==> images/met1.png <==
The bar under the picture is 50 um long.
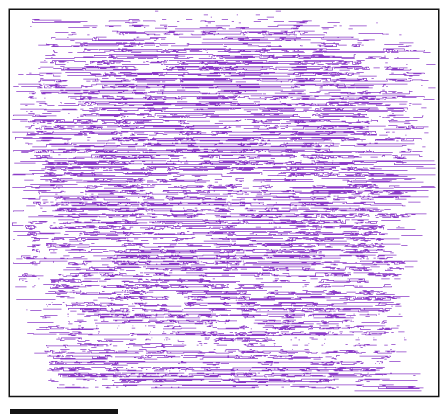
==> images/met2.png <==
The bar under the picture is 50 um long.
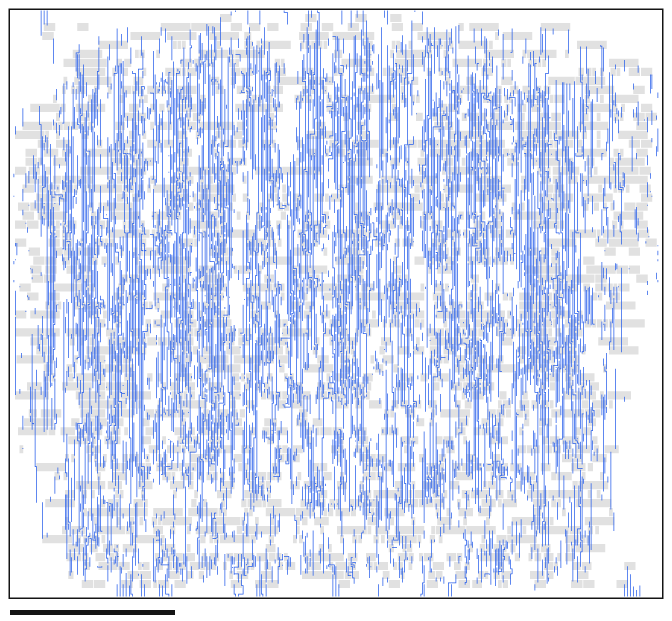
==> images/met3.png <==
The bar under the picture is 50 um long.
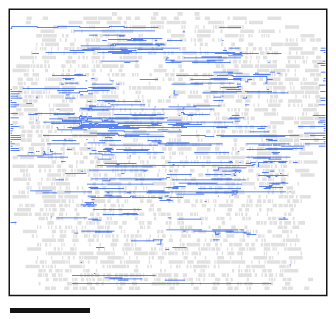
==> images/met4.png <==
The bar under the picture is 50 um long.
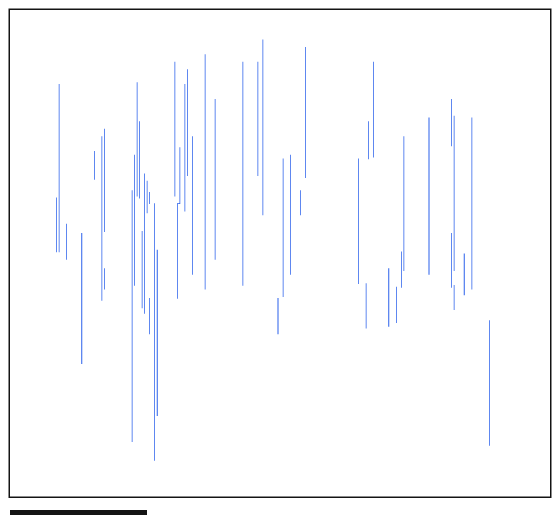
==> images/final_congestion.png <==
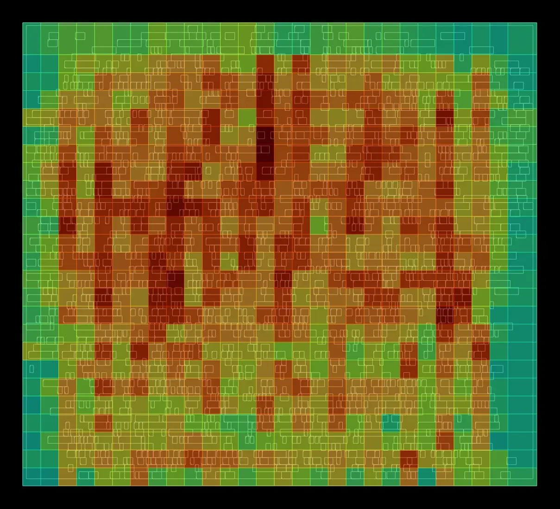
$ cat config.mk
export PLATFORM = sky130hd
export DESIGN_NAME = div_ctrl
export DESIGN_NICKNAME = d
export VERILOG_FILES = /design/src/rtl/div_ctrl.sv
export SDC_FILE = /design/constraint.sdc
export NUM_CORES = 1
export LEC_CHECK = 0
export CORE_ASPECT_RATIO = 0.9
export CORE_UTILIZATION = 40
export DETAILED_ROUTE_END_ITERATION = 10
export GPL_TIMING_DRIVEN = 0
export PLACE_DENSITY_LB_ADDON = 0.15
export RECOVER_POWER = 25
export SETUP_SLACK_MARGIN = 0.1
export SYNTH_ARGS = -nofsm -noshare
export SYNTH_HDL_FRONTEND = slang
export SYNTH_SLANG_ARGS = --single-unit
$ cat constraint.sdc
create_clock -name clk -period 7.89 [get_ports clk]
set_input_delay 1.1835 -clock clk [delete_from_list [all_inputs] [get_ports clk]]
set_output_delay 1.1835 -clock clk [all_outputs]
set_load 0.005 [all_outputs]
$ cat src/rtl/div_ctrl.sv
// Iterative radix-2 restoring divider sequencer for RV32M DIV/DIVU/REM/REMU.
// One shift-subtract step per cycle; holds the pipeline through stallreq_o
// until the quotient or remainder is ready for the EX result mux.
module div_ctrl #(
   parameter int DATA_W = 32,
   parameter int CNT_W  = 6
) (
   input  logic              clk,
   input  logic              rst,
   input  logic              start_i,
   input  logic              annul_i,
   input  logic              signed_i,
   input  logic              rem_i,
   input  logic [DATA_W-1:0] opdata1_i,
   input  logic [DATA_W-1:0] opdata2_i,
   output logic [DATA_W-1:0] result_o,
   output logic              ready_o,
   output logic              stallreq_o
);

   typedef enum logic [1:0] {
      ST_IDLE    = 2'd0,
      ST_ON      = 2'd1,
      ST_SPECIAL = 2'd2,
      ST_END     = 2'd3
   } state_t;

   localparam logic [DATA_W-1:0] ALL_ONES  = {DATA_W{1'b1}};
   localparam logic [DATA_W-1:0] ALL_ZEROS = {DATA_W{1'b0}};
   localparam logic [DATA_W-1:0] MIN_NEG   = {1'b1, {(DATA_W-1){1'b0}}};
   localparam logic [DATA_W-1:0] ONE       = {{(DATA_W-1){1'b0}}, 1'b1};
   localparam logic [CNT_W-1:0]  CNT_LAST  = CNT_W'(DATA_W - 1);
   localparam logic [CNT_W-1:0]  CNT_ONE   = {{(CNT_W-1){1'b0}}, 1'b1};

   // Two's complement negation.
   function automatic logic [DATA_W-1:0] negate(input logic [DATA_W-1:0] v);
      return ~v + ONE;
   endfunction

   // Negate only when the recorded sign says the true result is negative.
   function automatic logic [DATA_W-1:0] sign_fix(input logic [DATA_W-1:0] v,
                                                  input logic neg);
      return neg ? negate(v) : v;
   endfunction

   state_t            state_r, state_nxt_s;
   logic [CNT_W-1:0]  cnt_r, cnt_nxt_s;
   logic [DATA_W-1:0] rem_r, rem_nxt_s;      // partial remainder
   logic [DATA_W-1:0] quo_r, quo_nxt_s;      // dividend shifting out, quotient shifting in
   logic [DATA_W-1:0] div_r, div_nxt_s;      // divisor magnitude
   logic              neg_q_r, neg_q_nxt_s;
   logic              neg_r_r, neg_r_nxt_s;
   logic              rem_sel_r, rem_sel_nxt_s;
   logic [DATA_W-1:0] result_nxt_s;
   logic              ready_nxt_s;

   // Step datapath: the shifted remainder needs one extra bit before the compare.
   logic [DATA_W:0]   shift_s;
   logic [DATA_W:0]   diff_s;
   logic              step_ge_s;
   logic [DATA_W-1:0] step_rem_s;
   logic [DATA_W-1:0] step_quo_s;

   // Operand decode at request time.
   logic              sign1_s, sign2_s;
   logic [DATA_W-1:0] mag1_s, mag2_s;
   logic              div0_s, ovf_s;

   assign shift_s    = {rem_r, quo_r[DATA_W-1]};
   assign diff_s     = shift_s - {1'b0, div_r};
   // Since rem < divisor, a borrow out of the top bit means shift_s < divisor.
   assign step_ge_s  = ~diff_s[DATA_W];
   assign step_rem_s = step_ge_s ? diff_s[DATA_W-1:0] : shift_s[DATA_W-1:0];
   assign step_quo_s = {quo_r[DATA_W-2:0], step_ge_s};

   assign sign1_s = signed_i & opdata1_i[DATA_W-1];
   assign sign2_s = signed_i & opdata2_i[DATA_W-1];
   assign mag1_s  = sign_fix(opdata1_i, sign1_s);
   assign mag2_s  = sign_fix(opdata2_i, sign2_s);
   assign div0_s  = (opdata2_i == ALL_ZEROS);
   assign ovf_s   = signed_i & (opdata1_i == MIN_NEG) & (opdata2_i == ALL_ONES);

   assign stallreq_o = start_i & ~annul_i & (state_r != ST_END) & ~rst;

   // Next-state, datapath and output decode for the divide sequencer.
   always_comb begin
      state_nxt_s   = state_r;
      cnt_nxt_s     = cnt_r;
      rem_nxt_s     = rem_r;
      quo_nxt_s     = quo_r;
      div_nxt_s     = div_r;
      neg_q_nxt_s   = neg_q_r;
      neg_r_nxt_s   = neg_r_r;
      rem_sel_nxt_s = rem_sel_r;
      result_nxt_s  = result_o;
      ready_nxt_s   = ready_o;
      if (annul_i) begin
         state_nxt_s = ST_IDLE;
         ready_nxt_s = 1'b0;
      end else begin
         case (state_r)
            ST_IDLE: begin
               ready_nxt_s = 1'b0;
               if (start_i) begin
                  rem_sel_nxt_s = rem_i;
                  cnt_nxt_s     = {CNT_W{1'b0}};
                  div_nxt_s     = mag2_s;
                  if (div0_s) begin
                     // Result is architecturally fixed; no sign fix afterwards.
                     state_nxt_s = ST_SPECIAL;
                     quo_nxt_s   = ALL_ONES;
                     rem_nxt_s   = opdata1_i;
                     neg_q_nxt_s = 1'b0;
                     neg_r_nxt_s = 1'b0;
                  end else if (ovf_s) begin
                     state_nxt_s = ST_SPECIAL;
                     quo_nxt_s   = MIN_NEG;
                     rem_nxt_s   = ALL_ZEROS;
                     neg_q_nxt_s = 1'b0;
                     neg_r_nxt_s = 1'b0;
                  end else begin
                     state_nxt_s = ST_ON;
                     quo_nxt_s   = mag1_s;
                     rem_nxt_s   = ALL_ZEROS;
                     neg_q_nxt_s = sign1_s ^ sign2_s;
                     neg_r_nxt_s = sign1_s;
                  end
               end else begin
                  state_nxt_s = ST_IDLE;
               end
            end
            ST_ON: begin
               if (!start_i) begin
                  state_nxt_s = ST_IDLE;
               end else begin
                  rem_nxt_s = step_rem_s;
                  quo_nxt_s = step_quo_s;
                  cnt_nxt_s = cnt_r + CNT_ONE;
                  if (cnt_r == CNT_LAST) begin
                     state_nxt_s  = ST_END;
                     ready_nxt_s  = 1'b1;
                     result_nxt_s = rem_sel_r ? sign_fix(step_rem_s, neg_r_r)
                                              : sign_fix(step_quo_s, neg_q_r);
                  end else begin
                     state_nxt_s = ST_ON;
                  end
               end
            end
            ST_SPECIAL: begin
               if (!start_i) begin
                  state_nxt_s = ST_IDLE;
               end else begin
                  state_nxt_s  = ST_END;
                  ready_nxt_s  = 1'b1;
                  result_nxt_s = rem_sel_r ? sign_fix(rem_r, neg_r_r)
                                           : sign_fix(quo_r, neg_q_r);
               end
            end
            ST_END: begin
               if (!start_i) begin
                  state_nxt_s = ST_IDLE;
                  ready_nxt_s = 1'b0;
               end else begin
                  state_nxt_s = ST_END;
               end
            end
            default: begin
               state_nxt_s = ST_IDLE;
               ready_nxt_s = 1'b0;
            end
         endcase
      end
   end

   // State and datapath registers; everything clears on reset.
   always_ff @(posedge clk or posedge rst) begin
      if (rst) begin
         state_r   <= ST_IDLE;
         cnt_r     <= {CNT_W{1'b0}};
         rem_r     <= ALL_ZEROS;
         quo_r     <= ALL_ZEROS;
         div_r     <= ALL_ZEROS;
         neg_q_r   <= 1'b0;
         neg_r_r   <= 1'b0;
         rem_sel_r <= 1'b0;
         result_o  <= ALL_ZEROS;
         ready_o   <= 1'b0;
      end else begin
         state_r   <= state_nxt_s;
         cnt_r     <= cnt_nxt_s;
         rem_r     <= rem_nxt_s;
         quo_r     <= quo_nxt_s;
         div_r     <= div_nxt_s;
         neg_q_r   <= neg_q_nxt_s;
         neg_r_r   <= neg_r_nxt_s;
         rem_sel_r <= rem_sel_nxt_s;
         result_o  <= result_nxt_s;
         ready_o   <= ready_nxt_s;
      end
   end

endmodule

==> flow_summary.ini <==
; synthesis and place-and-route metrics
[final_timing]
rsz0062_at_grt = no
relSlewSlack = -1.57
setup_tns_ns = 0
hold_violations = 0
slew_viol_final = 81
period_needed_ns = 7.38
fin_crit_sh = 0.936
worst_slack_ns = 0.507

[critical_path]
critPathMaxFanout = 10
crit_end = result_o[22]$_DFFE_PP0P_
cp.arrival_ns = 7.76
cp-startpoint = quo_r[31]$_DFFE_PP0P_
cp.required_ns = 8.26
r2r-end = result_o[22]$_DFFE_PP0P_
critical_path.endpoint_type = flop
ff2ff_setup_slack_ns = 0.51

[final_layout]
most-common-layout-cells = nand2_1 (275), o21ai_0 (196), nor2_1 (151)
lay_top_count = nand2_1

[synthesis]
ys_top_cells_by_area = dfrtp_1 (25%), nand2_1 (7.5%), o21ai_0 (7.1%), xor2_1 (6.3%), xnor2_1 (6.1%)
yosysChipArea_um2 = 13700
synth_area_per_cell_um2 = 7.45
synthCells = 1846
ys_async_sr_fraction = 1.00
synth_top_area_share = 0.255
synth_area_leader_cell = dfrtp_1
synth_seq_share = 0.255
edf_count = 0
ys_cells = 1846

[clock_network]
clock_path_buffers = 2
cts_tree = done
cts_resized = 0
htree_levels = 4
root_buffer = clkbuf_16
cts.sinks = 140
postCtsSetupRepairBufs = 0

[global_routing]
antenna_found_initial = 0
grt_pass1_vias = 14100
grt_max_degree = 82

[placement]
dpl.hpwl_um = 46400
io_buffers = 101
pre_cts_ws_ns = 0.697

[detailed_routing]
met1_length_um = 26800
dr.max_layer_used = met4
drc = 0
drtIter0Drc = 1658

[flow_run]
max_cap_viol_count = 1
warning_count = 30

[power_and_ir_drop]
vdd_drop_max_v = 0.000159
p_per_area_nw_per_um2 = 353
static-leakage-power_nw = 6.33

[status]
violations = capacitance limit, slew limit
status = finished with violations

[die]
die_h_um = 178

[worst_hold_path]
hold_class = flop to flop
Notes on met1.png above:
longest straight run: 117 um
nets with wire on the layer: 1,925

Notes on met2.png above:
wire length on this layer: 24.4 mm
share of all routed wire: 42%
main direction: vertical
nets with wire on the layer: 1,733
longest straight run: 70.2 um
final WL: 58,200 um
Vias: 14,900

Notes on met3.png above:
wire length on this layer: 5,060 um
longest straight run: 124 um
nets with wire on the layer: 290
main direction: horizontal
met3 usage: 0.0587

Notes on met4.png above:
share of all routed wire: 3.4%
longest straight run: 93.8 um
main direction: vertical
wire length on this layer: 1,950 um
nets with wire on the layer: 43

Notes on final_congestion.png above:
WL/cell: 23.8 um
layer with the highest usage: met2
global-route usage over all layers: 0.338
met1 usage: 0.489
routing usage on met2: 0.502

worst max-delay path: stages, from the launching register on:
cell	delay (ns)
dfrtp_1	0.52
inv_1	0.37
ha_1	0.26
inv_1	0.06
fa_1	0.43
nand3_1	0.13
a21oi_1	0.13
o2111ai_2	0.35
nand3_2	0.19
a311o_1	0.47
and2_1	0.21
buf_6	0.13
buf_6	0.14
clkbuf_1	0.40
a21oi_1	0.48
ha_1	0.32
nand3_1	0.10
mux2i_1	0.25
o211ai_1	0.19
a211o_1	0.36
nor4_1	0.43
a21oi_1	0.23
o41ai_1	0.49
xor2_1	0.38
nand2_1	0.09
a21oi_1	0.16
synth_stat cells, drive strengths merged, types with 16 or more instances:
cell,instances
a21oi,125
a31oi,35
buf,28
clkbuf,102
dfrtp,140
ha,44
inv,67
mux2i,36
mux4,16
nand2,275
nand3,42
nand4,22
nor2,151
nor3,32
o211ai,17
o21ai,221
o31ai,29
or3,30
or4,16
xnor2,96
xor2,99
metrics by stage:
step,cell area (um2),cells,hold WS [ns],power (mW)
5_1_grt,16000,2442,0.505,6.02
3_3_place_gp,15300,2409,0.468,4.61
3_5_place_dp,15400,2410,0.472,4.65
2_1_floorplan,13700,1846,0.450,3.47
4_1_cts,16000,2442,0.487,5.57
6_report,16000,2443,0.482,5.65
power by group:
part	switching, mW	total [mW]	internal, mW
Clock	0.378	0.913	0.536
Sequential	0.216	1.19	0.973
Combinational	2.25	3.55	1.31
cell type report:
| type | count | area [um2] |
|---|---|---|
| buffer | 130 | 536 |
| fill | 3490 | 17900 |
| sequential | 140 | 3500 |
| clock inverter | 15 | 210 |
| antenna | 1 | 2.50 |
| clock buffer | 17 | 425 |
| timing repair buffer | 102 | 1040 |
| multi-input combinational | 1506 | 9460 |
| inverter | 70 | 264 |
| tap | 462 | 578 |
sequential cells by signal, indices dropped and copies added, names as in the netlist:
| signal | count |
|---|---|
| state_r | 2 |
| rem_sel_r | 1 |
| div_r | 32 |
| cnt_r | 6 |
| rem_r | 32 |
| quo_r | 32 |
| result_o | 32 |
| neg_r_r | 1 |
| neg_q_r | 1 |
| ready_o | 1 |
how the worst min path moves through the flow:
stage	startpoint	to	slack [ns]	cells past startpoint
2_1_floorplan	div_r[10]$_DFFE_PP0P_	div_r[10]$_DFFE_PP0P_	0.45	2
3_3_place_gp	result_o[15]$_DFFE_PP0P_	result_o[15]$_DFFE_PP0P_	0.47	2
3_5_place_dp	div_r[4]$_DFFE_PP0P_	div_r[4]$_DFFE_PP0P_	0.47	2
4_1_cts	div_r[4]$_DFFE_PP0P_	div_r[4]$_DFFE_PP0P_	0.49	2
5_1_grt	div_r[24]$_DFFE_PP0P_	div_r[24]$_DFFE_PP0P_	0.50	2
6_report	div_r[3]$_DFFE_PP0P_	div_r[3]$_DFFE_PP0P_	0.48	2
logic make-up (layout without fill, tap and decap cells):
kind of cell / Yosys count / in the layout / share of synthesized area
and+or+nand+nor: 665 / 665 / 0.225
DFF: 140 / 140 / 0.255
xor gates and xnor gates: 195 / 195 / 0.124
adders and majority gates: 45 / 45 / 0.0415
other: 0 / 1 / 0
AOI/OAI and AO/OA: 548 / 548 / 0.243
buffers and inverters: 200 / 334 / 0.0581
muxes: 53 / 53 / 0.0533
No activity file was given, so power comes from the tool's default toggle rates.
